==> images/flops_by_reg.png <==
The bar under the picture is 20 um long.
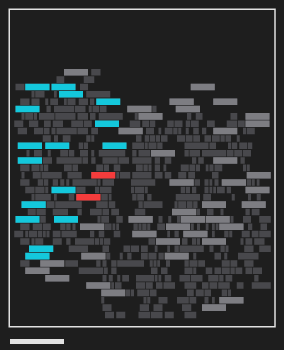
==> images/cell_density.png <==
The die is cut into 10 by 12 equal tiles; white is low, dark blue is high, 0 to 100% covered.
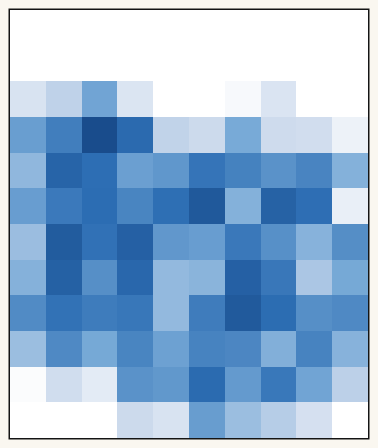
==> images/io_placement.png <==
The bar under the picture is 20 um long. Pins as bars across the die edge, other pins in grey.
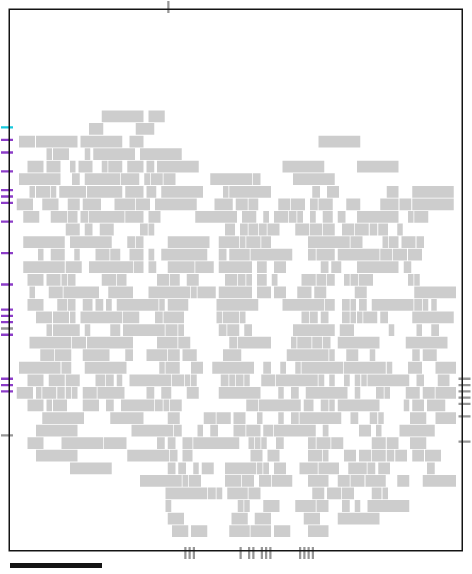
<file path="src/rtl/osc_meter_pkg.sv">
// osc_meter_pkg: shared state encoding and default widths for the oscillator frequency meter
package osc_meter_pkg;
  localparam int CNT_W_DEF  = 16;
  localparam int WIN_W_DEF  = 16;
  localparam int SETTLE_DEF = 8;
  typedef enum logic [1:0] {S_IDLE, S_SETTLE, S_MEASURE, S_DONE} state_e;
endpackage

</file>
<file path="src/rtl/sync_edge_det.sv">
// sync_edge_det: 2-flop synchronizer plus history flop, pulses rise for one clk per rising edge
module sync_edge_det (
  input  logic clk,
  input  logic rst_n,
  input  logic d_async,
  output logic rise
);
  logic s1_q, s2_q, h_q;
  always_ff @(posedge clk or negedge rst_n)
    if (!rst_n) {s1_q, s2_q, h_q} <= '0;
    else        {s1_q, s2_q, h_q} <= {d_async, s1_q, s2_q};
  assign rise = s2_q & ~h_q;
endmodule

</file>
<file path="src/rtl/osc_freq_meter.sv">
// osc_freq_meter: enables an oscillator, lets it settle, then counts its rising edges over a
// programmable number of clk cycles and reports a saturating count with a one-cycle valid pulse.
module osc_freq_meter import osc_meter_pkg::*; #(
  parameter int CNT_W  = CNT_W_DEF,
  parameter int WIN_W  = WIN_W_DEF,
  parameter int SETTLE = SETTLE_DEF
) (
  input  logic             clk,
  input  logic             rst_n,
  input  logic             start,
  input  logic [WIN_W-1:0] window,
  input  logic             osc_in,
  output logic             osc_en,
  output logic             busy,
  output logic [CNT_W-1:0] count,
  output logic             valid,
  output logic             overflow
);
  localparam logic [WIN_W-1:0] SET_LD = WIN_W'(SETTLE - 1);
  state_e           state_q;
  logic [WIN_W-1:0] win_q, tmr_q;
  logic [CNT_W-1:0] count_q;
  logic             osc_en_q, busy_q, valid_q, overflow_q, rise;
  sync_edge_det u_det (.clk(clk), .rst_n(rst_n), .d_async(osc_in), .rise(rise));
  // tmr_q counts down the remaining cycles of SETTLE or MEASURE; win_q holds window-1
  always_ff @(posedge clk or negedge rst_n)
    if (!rst_n) begin
      state_q    <= S_IDLE;
      win_q      <= '0;
      tmr_q      <= '0;
      count_q    <= '0;
      osc_en_q   <= 1'b0;
      busy_q     <= 1'b0;
      valid_q    <= 1'b0;
      overflow_q <= 1'b0;
    end else begin
      unique case (state_q)
        S_IDLE:
          if (start) begin
            busy_q <= 1'b1;
            win_q  <= window - 1'b1;
            if (window == '0) begin
              state_q    <= S_DONE;
              valid_q    <= 1'b1;
              count_q    <= '0;
              overflow_q <= 1'b0;
            end else begin
              state_q  <= S_SETTLE;
              tmr_q    <= SET_LD;
              osc_en_q <= 1'b1;
            end
          end
        S_SETTLE:
          if (tmr_q == '0) begin
            state_q    <= S_MEASURE;
            tmr_q      <= win_q;
            count_q    <= '0;
            overflow_q <= 1'b0;
          end else tmr_q <= tmr_q - 1'b1;
        S_MEASURE: begin
          if (rise) begin
            if (&count_q) overflow_q <= 1'b1;
            else          count_q    <= count_q + 1'b1;
          end
          if (tmr_q == '0) begin
            state_q  <= S_DONE;
            osc_en_q <= 1'b0;
            valid_q  <= 1'b1;
          end else tmr_q <= tmr_q - 1'b1;
        end
        S_DONE: begin
          state_q <= S_IDLE;
          valid_q <= 1'b0;
          busy_q  <= 1'b0;
        end
      endcase
    end
  assign osc_en   = osc_en_q;
  assign busy     = busy_q;
  assign count    = count_q;
  assign valid    = valid_q;
  assign overflow = overflow_q;
endmodule

</file>
<file path="config.mk">
export PLATFORM = sky130hd
export DESIGN_NAME = osc_freq_meter
export DESIGN_NICKNAME = d
export VERILOG_FILES = /design/src/rtl/osc_meter_pkg.sv /design/src/rtl/sync_edge_det.sv /design/src/rtl/osc_freq_meter.sv
export SDC_FILE = /design/constraint.sdc
export NUM_CORES = 1
export LEC_CHECK = 0
export CAP_MARGIN = 0
export CORE_ASPECT_RATIO = 1.2
export CORE_UTILIZATION = 30
export CTS_BUF_LIST = sky130_fd_sc_hd__clkbuf_16
export DETAILED_ROUTE_END_ITERATION = 12
export MAX_ROUTING_LAYER = met4
export PLACE_DENSITY = 0.57
export SETUP_SLACK_MARGIN = 0.05
export SLEW_MARGIN = 5
export SYNTH_ARGS = -nofsm -noshare
export SYNTH_HDL_FRONTEND = slang
export SYNTH_HIERARCHICAL = 1
export SYNTH_SLANG_ARGS = --single-unit
</file>
<file path="constraint.sdc">
create_clock -name clk -period 2.65 [get_ports clk]
set_input_delay 0.795 -clock clk [delete_from_list [all_inputs] [get_ports clk]]
set_output_delay 0.795 -clock clk [all_outputs]
set_load 0.05 [all_outputs]
</file>
==> results.sh <==
# physical design summary
export IMPL_post_cts_buffers=1
export IMPL_min_path_cells=0
export IMPL_signal_buffers=93
export IMPL_slew_headroom_pct=65.4
export IMPL_status="finished with violations"
export IMPL_drc=2
export IMPL_synthArstFlopShare_pct=100
export IMPL_wl_met3_um=282
export IMPL_synth_cell_type_count=51
export IMPL_grt_setup_unrepaired="yes"
export IMPL_hpwl_mm=6.14
export IMPL_seq_power_share_pct=25.6
export IMPL_yosys_area_um2=3300
export IMPL_nFlopsAndLatches=57
export IMPL_routed_top_layer="met4"
export IMPL_place_inst=567
export IMPL_fin_ws_ps=131
export IMPL_comb_cells=282
export IMPL_dp_slack_ps=-639
export IMPL_layout_nonclk_buf_share_pct=18.9
export IMPL_simple_gate_share_pct=24.3
export IMPL_place_gp_congestion=0.783
export IMPL_path_cells="clkdlybuf4s50_1 -> nor4_2 -> buf_4 -> buf_4 -> nand2_1 -> or3_4 -> buf_4 -> nor2_1 -> xnor2_1 -> o21ai_1"
export IMPL_peakVddDrop_mv=0.487
export IMPL_cp_endpoint="win_q[11]$_DFFE_PN0P_"
export IMPL_switching_power_mw=2.20
export IMPL_cp_depth=10
export IMPL_netlist_instances=366
export IMPL_yosysWarnings=6
export IMPL_non_clock_inverter_count=15
export IMPL_grt_pass1_vias=3167
export IMPL_placementRows=41
export IMPL_nClkBuffers=9
export IMPL_synth_area_um2=3300
export IMPL_holdWs_ps=352
export IMPL_violations="design-rule violations"
export IMPL_wl_met2_mm=4.66
export IMPL_p_int_mw=2.94
-- flops_by_reg.png (at the start) --
| name in the netlist | colour | sequential cells |
|---|---|---|
| count | cyan | 16 |
| state_q | red | 2 |
not coloured: 39

-- cell_density.png (at the start) --
mean over tiles: 41%
tiles over 75% full: 12%
fullest tile: 89%
nearly empty tiles: 24%
emptiest ninth of the die: upper right

-- io_placement.png (at the start) --
| port | colour | pins | direction | edge |
|---|---|---|---|---|
| clk | cyan | 1 | input | left |
| count | purple | 16 | output | left |

